===== src/rtl/rggen_axi4lite_bridge.sv =====
// Register-bus to AXI4-Lite master bridge: carries one host request at a time as a
// single AXI4-Lite read or write, then hands the response back to the host.
module rggen_axi4lite_bridge #(
  parameter int        ID_WIDTH      = 0,
  parameter bit [31:0] ID            = '0,
  parameter int        ADDRESS_WIDTH = 8,
  parameter int        BUS_WIDTH     = 32,
  localparam int       IDW           = (ID_WIDTH > 0) ? ID_WIDTH : 1,
  localparam int       STRB_WIDTH    = BUS_WIDTH / 8
) (
  input  logic                     i_clk,
  input  logic                     i_rst_n,
  // register bus (host side)
  input  logic                     i_bus_valid,
  input  logic [1:0]               i_bus_access,
  input  logic [ADDRESS_WIDTH-1:0] i_bus_address,
  input  logic [BUS_WIDTH-1:0]     i_bus_write_data,
  input  logic [STRB_WIDTH-1:0]    i_bus_strobe,
  output logic                     o_bus_ready,
  output logic [1:0]               o_bus_status,
  output logic [BUS_WIDTH-1:0]     o_bus_read_data,
  // AXI4-Lite master
  output logic                     o_axi_awvalid,
  input  logic                     i_axi_awready,
  output logic [IDW-1:0]           o_axi_awid,
  output logic [ADDRESS_WIDTH-1:0] o_axi_awaddr,
  output logic [2:0]               o_axi_awprot,
  output logic                     o_axi_wvalid,
  input  logic                     i_axi_wready,
  output logic [BUS_WIDTH-1:0]     o_axi_wdata,
  output logic [STRB_WIDTH-1:0]    o_axi_wstrb,
  input  logic                     i_axi_bvalid,
  output logic                     o_axi_bready,
  input  logic [IDW-1:0]           i_axi_bid,
  input  logic [1:0]               i_axi_bresp,
  output logic                     o_axi_arvalid,
  input  logic                     i_axi_arready,
  output logic [IDW-1:0]           o_axi_arid,
  output logic [ADDRESS_WIDTH-1:0] o_axi_araddr,
  output logic [2:0]               o_axi_arprot,
  input  logic                     i_axi_rvalid,
  output logic                     o_axi_rready,
  input  logic [IDW-1:0]           i_axi_rid,
  input  logic [1:0]               i_axi_rresp,
  input  logic [BUS_WIDTH-1:0]     i_axi_rdata
);

  localparam int         ACCESS_DATA_BIT = 0;
  localparam logic [1:0] STATUS_OKAY     = 2'b00;

  typedef enum logic [1:0] {
    IDLE,
    ADDRESS,
    RESPONSE
  } state_e;

  state_e                   state_q, state_d;
  logic [1:0]               access_q, access_d;
  logic [ADDRESS_WIDTH-1:0] address_q, address_d;
  logic [BUS_WIDTH-1:0]     write_data_q, write_data_d;
  logic [STRB_WIDTH-1:0]    strobe_q, strobe_d;
  logic                     aw_done_q, aw_done_d;
  logic                     w_done_q, w_done_d;
  logic                     awvalid_q, awvalid_d;
  logic                     wvalid_q, wvalid_d;
  logic                     arvalid_q, arvalid_d;
  logic                     bready_q, bready_d;
  logic                     rready_q, rready_d;

  logic is_write;
  logic b_fire;
  logic r_fire;

  assign is_write = access_q[ACCESS_DATA_BIT];
  assign b_fire   = bready_q & i_axi_bvalid;
  assign r_fire   = rready_q & i_axi_rvalid;

  // NOTE: every variable gets a default at the top of always_comb so no path
  // leaves it unassigned, which would otherwise infer a latch.
  always_comb begin
    state_d      = state_q;
    access_d     = access_q;
    address_d    = address_q;
    write_data_d = write_data_q;
    strobe_d     = strobe_q;
    aw_done_d    = aw_done_q;
    w_done_d     = w_done_q;
    awvalid_d    = awvalid_q;
    wvalid_d     = wvalid_q;
    arvalid_d    = arvalid_q;
    bready_d     = bready_q;
    rready_d     = rready_q;

    case (state_q)
      IDLE: begin
        if (i_bus_valid) begin
          access_d     = i_bus_access;
          address_d    = i_bus_address;
          write_data_d = i_bus_write_data;
          strobe_d     = i_bus_strobe;
          aw_done_d    = 1'b0;
          w_done_d     = 1'b0;
          awvalid_d    = i_bus_access[ACCESS_DATA_BIT];
          wvalid_d     = i_bus_access[ACCESS_DATA_BIT];
          arvalid_d    = !i_bus_access[ACCESS_DATA_BIT];
          state_d      = ADDRESS;
        end
      end
      ADDRESS: begin
        if (is_write) begin
          // AW and W finish independently; leave once both are done.
          aw_done_d = aw_done_q | (awvalid_q & i_axi_awready);
          w_done_d  = w_done_q  | (wvalid_q  & i_axi_wready);
          awvalid_d = awvalid_q & !i_axi_awready;
          wvalid_d  = wvalid_q  & !i_axi_wready;
          if (aw_done_d && w_done_d) begin
            bready_d = 1'b1;
            state_d  = RESPONSE;
          end
        end else if (arvalid_q && i_axi_arready) begin
          arvalid_d = 1'b0;
          rready_d  = 1'b1;
          state_d   = RESPONSE;
        end
      end
      RESPONSE: begin
        if (b_fire || r_fire) begin
          bready_d = 1'b0;
          rready_d = 1'b0;
          state_d  = IDLE;
        end
      end
      default: state_d = IDLE;
    endcase
  end

  // NOTE: sequential state uses non-blocking assignments so every flop samples
  // the pre-edge value of every other flop.
  always_ff @(posedge i_clk or negedge i_rst_n) begin
    if (!i_rst_n) begin
      state_q   <= IDLE;
      access_q  <= '0;
      address_q <= '0;
      aw_done_q <= 1'b0;
      w_done_q  <= 1'b0;
      awvalid_q <= 1'b0;
      wvalid_q  <= 1'b0;
      arvalid_q <= 1'b0;
      bready_q  <= 1'b0;
      rready_q  <= 1'b0;
    end else begin
      state_q   <= state_d;
      access_q  <= access_d;
      address_q <= address_d;
      aw_done_q <= aw_done_d;
      w_done_q  <= w_done_d;
      awvalid_q <= awvalid_d;
      wvalid_q  <= wvalid_d;
      arvalid_q <= arvalid_d;
      bready_q  <= bready_d;
      rready_q  <= rready_d;
    end
  end

  // NOTE: the data payload is qualified by wvalid, so it needs no reset and is
  // kept out of the reset tree.
  always_ff @(posedge i_clk) begin
    write_data_q <= write_data_d;
    strobe_q     <= strobe_d;
  end

  assign o_axi_awvalid = awvalid_q;
  assign o_axi_awid    = ID[IDW-1:0];
  assign o_axi_awaddr  = address_q;
  assign o_axi_awprot  = 3'b000;
  assign o_axi_wvalid  = wvalid_q;
  assign o_axi_wdata   = write_data_q;
  assign o_axi_wstrb   = strobe_q;
  assign o_axi_bready  = bready_q;
  assign o_axi_arvalid = arvalid_q;
  assign o_axi_arid    = ID[IDW-1:0];
  assign o_axi_araddr  = address_q;
  assign o_axi_arprot  = 3'b000;
  assign o_axi_rready  = rready_q;

  // AXI resp and register-bus status share one encoding, so pass it straight through.
  assign o_bus_ready     = b_fire | r_fire;
  assign o_bus_status    = b_fire ? i_axi_bresp : (r_fire ? i_axi_rresp : STATUS_OKAY);
  assign o_bus_read_data = r_fire ? i_axi_rdata : '0;

  logic unused_inputs;
  assign unused_inputs = ^{i_axi_bid, i_axi_rid, access_q[1]};

endmodule


===== config.mk =====
export PLATFORM = sky130hd
export DESIGN_NAME = rggen_axi4lite_bridge
export DESIGN_NICKNAME = d
export VERILOG_FILES = /design/src/rtl/rggen_axi4lite_bridge.sv
export SDC_FILE = /design/constraint.sdc
export NUM_CORES = 1
export LEC_CHECK = 0
export ABC_AREA = 1
export CORE_MARGIN = 5
export CORE_UTILIZATION = 33
export CTS_BUF_LIST = sky130_fd_sc_hd__clkbuf_16
export CTS_CLUSTER_DIAMETER = 150
export DETAILED_ROUTE_END_ITERATION = 6
export PLACE_DENSITY_LB_ADDON = 0.1
export SLEW_MARGIN = 20
export SYNTH_ARGS = -nofsm -noshare
export SYNTH_HDL_FRONTEND = slang
export SYNTH_SLANG_ARGS = --single-unit

===== constraint.sdc =====
create_clock -name i_clk -period 2.1 [get_ports i_clk]
set_input_delay 0.21 -clock i_clk [delete_from_list [all_inputs] [get_ports i_clk]]
set_output_delay 0.21 -clock i_clk [all_outputs]
set_load 0.01 [all_outputs]

==> results_slide.txt, run 1 <==
Synthesis and Place & Route Summary

Yosys
  – Sequential fraction of the synthesis area: 0.6521
  – Area leader share: 0.4603

Final layout
  – Final non-filler cell area: roughly 4400 um2
  – Share of cells above drive strength 1: 0.05596

Route
  – Via count: between 2,000 and 2,500
  – Antenna viol nets, final: 0
  – DR iter-0 viols: about 69

Setup path
  – CP Class: in -> out
  – CP Launch Type: input port
  – Cell Chain, Critical Path: clkdlybuf4s50_1 > nand2_2 > buf_12 > nor2_1 > clkdlybuf4s50_1
  – Crit Path Max Fanout: 32
  – CP endpoint kind: output port

Timing
  – Fin. max-slew vios: 0
  – Max Freq: roughly 550 MHz
  – Worst Skew: 0.006369 ns
  – Final setup viols: 0
  – Tmin final: 1.830 ns
  – Fin Setup TNS: 0 ns

Run
  – Tool Warnings: 29
  – # Max-Cap Violations: 0

Global route
  – Initial antenna violation count: 0
  – Top Usage Layer GRT: met2
  – Vias in the first global route: 2,025
  – GR Util met2: 0.2943
  – First-pass GRT wire length: ~11,000 um
  – Global route total overflow: 0

Pwr
  – Leak: between 1.5 and 2 nW

Clock network
  – Postcts setup bufs: 0
  – Clock Tree Buf Depth: 2
  – Clock root cell: clkbuf_16
  – Clk_lat worst skew: approximately 0.29 ns
  – Num Clock Sinks: between 50 and 60
  – Max H-tree Level: 2
  – Hold Buf Count CTS: 0

Status
  – Outcome: finished, final reports clean

Placed design
  – Placed cell areas: between 4000 and 5000 um2

Floorplan
  – Rows: 30
  – Total I/O pin count: 192

Hold path
  – Worst hold path class: in -> async
run 1: registers in the layout, summed over array words and instances, names as in the netlist:
signal,count
o_axi_arvalid,1
o_axi_wstrb,4
o_axi_wvalid,1
o_axi_araddr,8
state_q,2
o_axi_bready,1
o_axi_awvalid,1
access_q,1
o_axi_rready,1
aw_done_q,1
o_axi_wdata,32
w_done_q,1
run 1: layer usage:
metal | vias to the layer above | share of wire
met2 | 110 | 0.52
met4 | 0 | 0.0095
li1 | 1047 | -
met3 | 6 | 0.093
met5 | - | 0
met1 | 918 | 0.38
run 1: logic make-up after synthesis:
logic type      count (synthesis)  synth area share
compound gates                 10           0.02611
other cells                     1          0.001597
buf+inv                        63            0.1295
flops                          54            0.6521
simple gates                  104            0.1907
run 1: cells in the final DEF (no fill, tap or decap), drive strengths merged, types with 4 or more instances in the layout:
cell type,n
nor2,40
edfxtp,36
o21ai,8
nand2,53
conb,8
nand3,6
clkbuf,5
clkdlybuf4s50,180
dfrtp,18
inv,44
buf,4
run 1: critical path, delay by kind of cell:
kind / cells / cell delay (ns)
buffers and inverters: 3 / 1.22
AND/OR/NAND/NOR: 2 / 0.19
run 1: report_power, final:
part           total [mW]  switching [mW]  internal (mW)
Sequential           1.64           0.168           1.47
Clock               0.841           0.386          0.455
Combinational        1.98           0.922           1.06
Total                4.46            1.48           2.99
run 1: layout make-up:
type	count	area (um2)	share of cell area
multi-input cells	122	539.3	0.1236
flip-flops and latches	54	1531	0.3510
well taps	96	120.1	0.02753
repair buffers	184	1857	0.4256
clock buffers	5	125.1	0.02868
inverters	43	161.4	0.03699
clock inverters	3	28.78	0.006596
run 1: stage by stage:
step	instances	worst slack, ns
3_3_place_gp	499	0.2858
3_5_place_dp	499	0.2569
5_1_grt	507	0.1603
2_1_floorplan	239	0.6046
6_report	507	0.2697
4_1_cts	507	0.2508
run 1: worst paths after layout:
path / startpoint / end
max: i_axi_rvalid / o_bus_read_data[12]
min: i_rst_n / w_done_q$_DFFE_PN0P_
max reg2reg: state_q[1]$_DFFE_PN0P_ / o_axi_wdata[16]$_DFFE_PP_
min reg2reg: access_q[0]$_DFFE_PN0P_ / access_q[0]$_DFFE_PN0P_
max in group asynchronous: i_rst_n / o_axi_araddr[5]$_DFFE_PN0P_
min in group i_clk: i_bus_address[3] / o_axi_araddr[3]$_DFFE_PN0P_
==> run_1/registers.png <==
Other sequential cells in the stronger grey, the rest of the logic in the fainter grey.
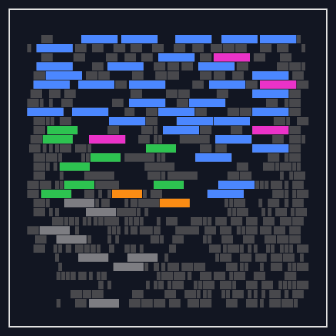
orange -> state_q  # sequential cells 2
green -> o_axi_araddr  # sequential cells 8, where west
blue -> o_axi_wdata  # sequential cells 32
magenta -> o_axi_wstrb  # sequential cells 4
not coloured = 8
Flop area: 1531 um2
sequential share of cell area: 0.3510
fin util: 0.6352
Sequential Power: 1.64 mW

==> run_1/pdn.png <==
Pins as bars on the die edge.
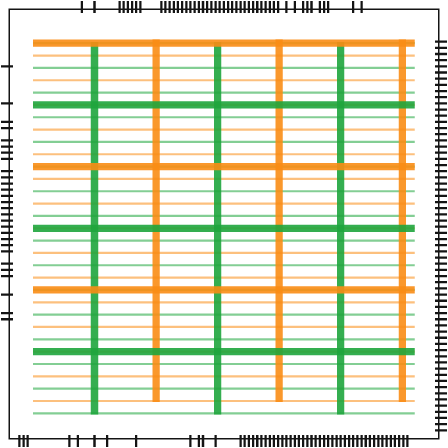
green -> VSS
orange -> VDD
rows = 30
met4 straps = 6
met1 rails = 31
signal pins = 192
met5 straps = 6
Die Wd: 94.36 um
Max IR drop VDD: 0.8265 mV

==> run_1/zoom.png <==
Window x 0 to 50, y 44 to 94 um. Cells in grey, sequential cells in the stronger grey; small squares are vias.
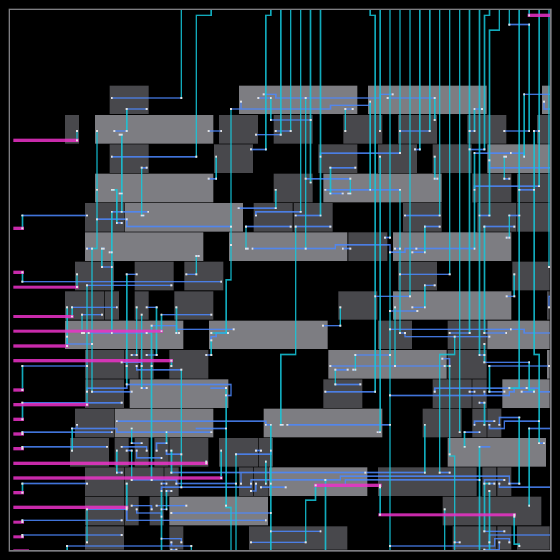
magenta -> met3
cyan -> met2
blue -> met1
sequential cells in the window = 21
most frequent = clkdlybuf4s50_1 (45), nand2_1 (19), edfxtp_1 (16)
cells with their middle in the window = 92
netlist names of flops here include = o_axi_wdata (15), o_axi_araddr (5)

==> run 1 -> run 2 <==
ABC_AREA = default   (was 1)
CELL_PAD_IN_SITES_DETAIL_PLACEMENT = 0   (was default)
CELL_PAD_IN_SITES_GLOBAL_PLACEMENT = 1   (was default)
CORE_UTILIZATION = 23   (was 33)
==> run_2/gate_families.png <==
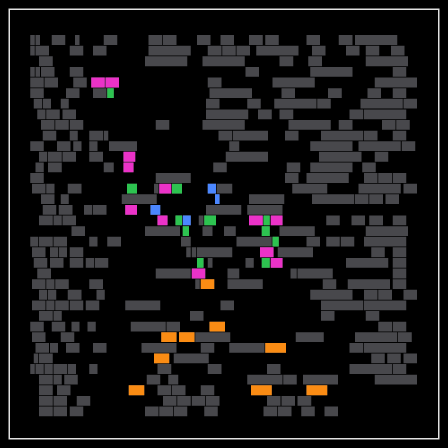
green -> inverting AOI/OAI gates  # cells 11, where centre
orange -> multiplexers  # cells 9, where south
blue -> NOR gates  # cells 4, where centre
magenta -> AND-OR and OR-AND gates  # cells 12
logic share of the area: 0.1379
dominant logic cell type in the layout: clkdlybuf4s50_1
Non-Filler Instances: 467

==> run_2/final_clocks.png <==
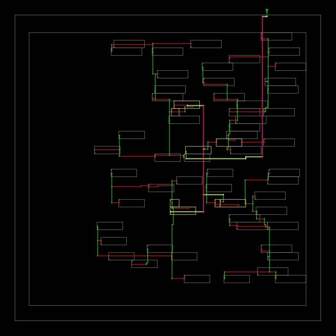
final-layout clock buffer total: 5
Num CTS Buffers: 5
clk pwr: 803 uW
flip-flops: 54

==> run 2 against run 1 <==
Compared with the run above:
- clock power shrank 4.5%
- count of clock-buffer cells in the layout is the same
- final area shrank 1.2%
==> results_slide.txt, run 2 <==
Synthesis and Place & Route Summary

Yosys
  – Synth Flop Type: edfxtp_1
  – Yosys Instances: 160
  – Cell accounting for the most synthesized area: edfxtp_1
  – Top logic family: simple AND/OR/NAND/NOR gates
  – Area leader share: 0.4729
  – XOR/XNOR Area Share: 0
  – Sequential fraction of the synthesis area: 0.6700
  – Unique cell type count in the Yosys netlist: 34
  – Post-Syn Area: approximately 2300 um2
  – Adder share: 0
  – Mux frac, synth: 0.04871
  – Synth cell count leaders: edfxtp_1, and3_1, dfrtp_1
  – Cell count after synthesis: between 150 and 200
  – Aoi share: 0.07663
  – Ys Warns: 0
  – Simple-Gate Area Share: 0.1215

Pwr
  – NetSw: 1.172 mW
  – Leak: 1.685 nW
  – Reg power frac: 0.401
  – Max IR drop VDD: approximately 0.43 mV
  – Cell Pwr Density: 930.8 nW/um2
  – Part of the power in the clock network: 0.200
  – Comb power frac: 0.399
  – Net Sw Frac: 0.2922
  – Internal: between 2 and 3 mW

Floorplan
  – Rows: 36
  – Die Wd: 109.7 um
  – Total core area: roughly 10000 um2
  – FP Core Util: 0.2350
  – Total I/O pin count: 192
  – Die y size: around 110 um

Setup path
  – Worst Path Required: 1.89 ns
  – Slowest stage cell, crit path: clkdlybuf4s50_1
  – CP Class: in -> out
  – Crit Path Max Fanout: 7
  – CP endpoint kind: output port
  – CP Launch Type: input port
  – Cell Chain, Critical Path: clkdlybuf4s50_1 > nand2_1 > a21oi_1 > a32o_1 > clkdlybuf4s50_1
  – Critical Path Max Stage Delay: roughly 0.64 ns

Final layout
  – Top cells excl fill/tap: clkdlybuf4s50_1, edfxtp_1, and3_1
  – Share of cells above drive strength 1: 0.06287
  – Final non-filler cell area: 4309 um2
  – Area grow syn2layout: 88.51%
  – Nets@finish: between 400 and 500
  – Max reg flops: 32

Global route
  – GR Util met2: 0.1805
  – Vias in the first global route: roughly 2,100
  – Largest net degree at the start of global routing: 34
  – First-pass GRT wire length: around 10,000 um
  – Global Route met1 Usage: 0.1310
  – Top Usage Layer GRT: met2
  – Initial antenna violation count: 0
  – Global route total overflow: 0

Status
  – Outcome: finished, final reports clean

Timing
  – Fin. max-slew vios: 0
  – Final period utilization: 0.9581
  – Worst Skew: 0.003231 ns
  – Fin Setup TNS: 0 ns
  – Max Freq: just under 500 MHz
  – Final setup viols: 0
  – RSZ-0062 raised after global routing: no
  – Final-report hold violation count: 0
  – Worst Setup Slack, final: just under 0.09 ns
  – Tmin final: 2.012 ns

Route
  – DR pass1 iterations: 4
  – Via count: a little under 2,000
  – Avg WL per Cell: approximately 15 um
  – Routed vias/inst: approximately 4.1
  – DR iter-0 viols: around 88
  – Antenna viol nets, final: 0

Clock network
  – Postcts setup bufs: 0
  – Clock root cell: clkbuf_16
  – Max H-tree Level: 2
  – Clock Tree Buf Depth: 2
  – Resized Gates After CTS: 0
  – Clk_lat worst skew: 0.29 ns
  – Hold Buf Count CTS: 0
  – Worst-path clk slew: around 0.070 ns
  – Num Clock Sinks: between 50 and 60

Placed design
  – Post-DP HPWL: roughly 5700 um
  – Placed cell areas: around 4200 um2
  – Buffers on Ports: ~180
  – Place WS: roughly 0.096 ns

Hold path
  – Worst hold path class: in -> async

Run
  – Tool Warnings: 29
  – # Max-Cap Violations: 0
==> run 2: path summary, 6_finish.rpt <==
path	start	to	slack, ns	cells past startpoint
setup reg to reg	state_q[0]$_DFFE_PN0P_	o_axi_wdata[19]$_DFFE_PP_	0.51	4
hold reg to reg	w_done_q$_DFFE_PN0P_	w_done_q$_DFFE_PN0P_	0.50	1
hold / removal	i_rst_n	o_axi_araddr[1]$_DFFE_PN0P_	0.26	2
setup / recovery	i_axi_rvalid	o_bus_status[1]	0.09	5
max in group asynchronous	i_rst_n	o_axi_wvalid$_DFFE_PN0P_	1.64	2
min in group i_clk	i_bus_write_data[11]	o_axi_wdata[11]$_DFFE_PP_	0.47	1
==> run 2: cell families (layout without fill, tap and decap cells) <==
family	after synthesis	in the layout
flip-flops	54	54
AND/OR/NAND/NOR	45	45
buffers and inverters	28	195
AND-OR/OR-AND	23	23
multiplexers	9	9
other	1	8
==> run 2: per-layer routing <==
metal | vias to the layer above | routed length [um]
li1 | 919 | -
met1 | 873 | 2827
met2 | 133 | 3057
met3 | 6 | 1086
met4 | 0 | 88
met5 | - | 0
==> run 2: cell type report <==
cell class	instances	area (um2)	share of cell area
Clock buffer	5	125.1	0.02904
Clock inverter	3	21.27	0.004936
Inverter	3	13.76	0.003194
Multi-Input combinational cell	85	594.3	0.1379
Sequential cell	54	1531	0.3554
Tap cell	133	166.4	0.03862
Timing Repair Buffer	184	1857	0.4309
==> run 2: per-stage QoR <==
step	total power, mW	hold slack (ns)	utilization	std cells
detailed placement	3.262	0.4841	0.4279	459
floorplan	2.383	-0.08559	-	167
CTS	4.090	0.2561	0.4429	467
global route	4.266	0.2883	0.4429	467
finish	4.011	0.2605	0.4429	467
global placement	3.246	0.4775	0.4279	459
==> run 2: worst max-delay path: cells and delay by family <==
family / cells / cell delay (ns)
buffers and inverters: 2 / 1.17
AND/OR/NAND/NOR: 1 / 0.09
AND-OR/OR-AND: 2 / 0.32
==> run 2: power groups by stage <==
stage	Clock, mW	Sequential (mW)	Combinational (mW)
4_1_cts	0.845	1.62	1.63
2_1_floorplan	0	1.69	0.692
5_1_grt	0.892	1.66	1.72
3_3_place_gp	0	1.63	1.62
3_5_place_dp	0	1.64	1.62
6_report	0.803	1.61	1.60
Power is estimated from default activity; no workload was simulated.
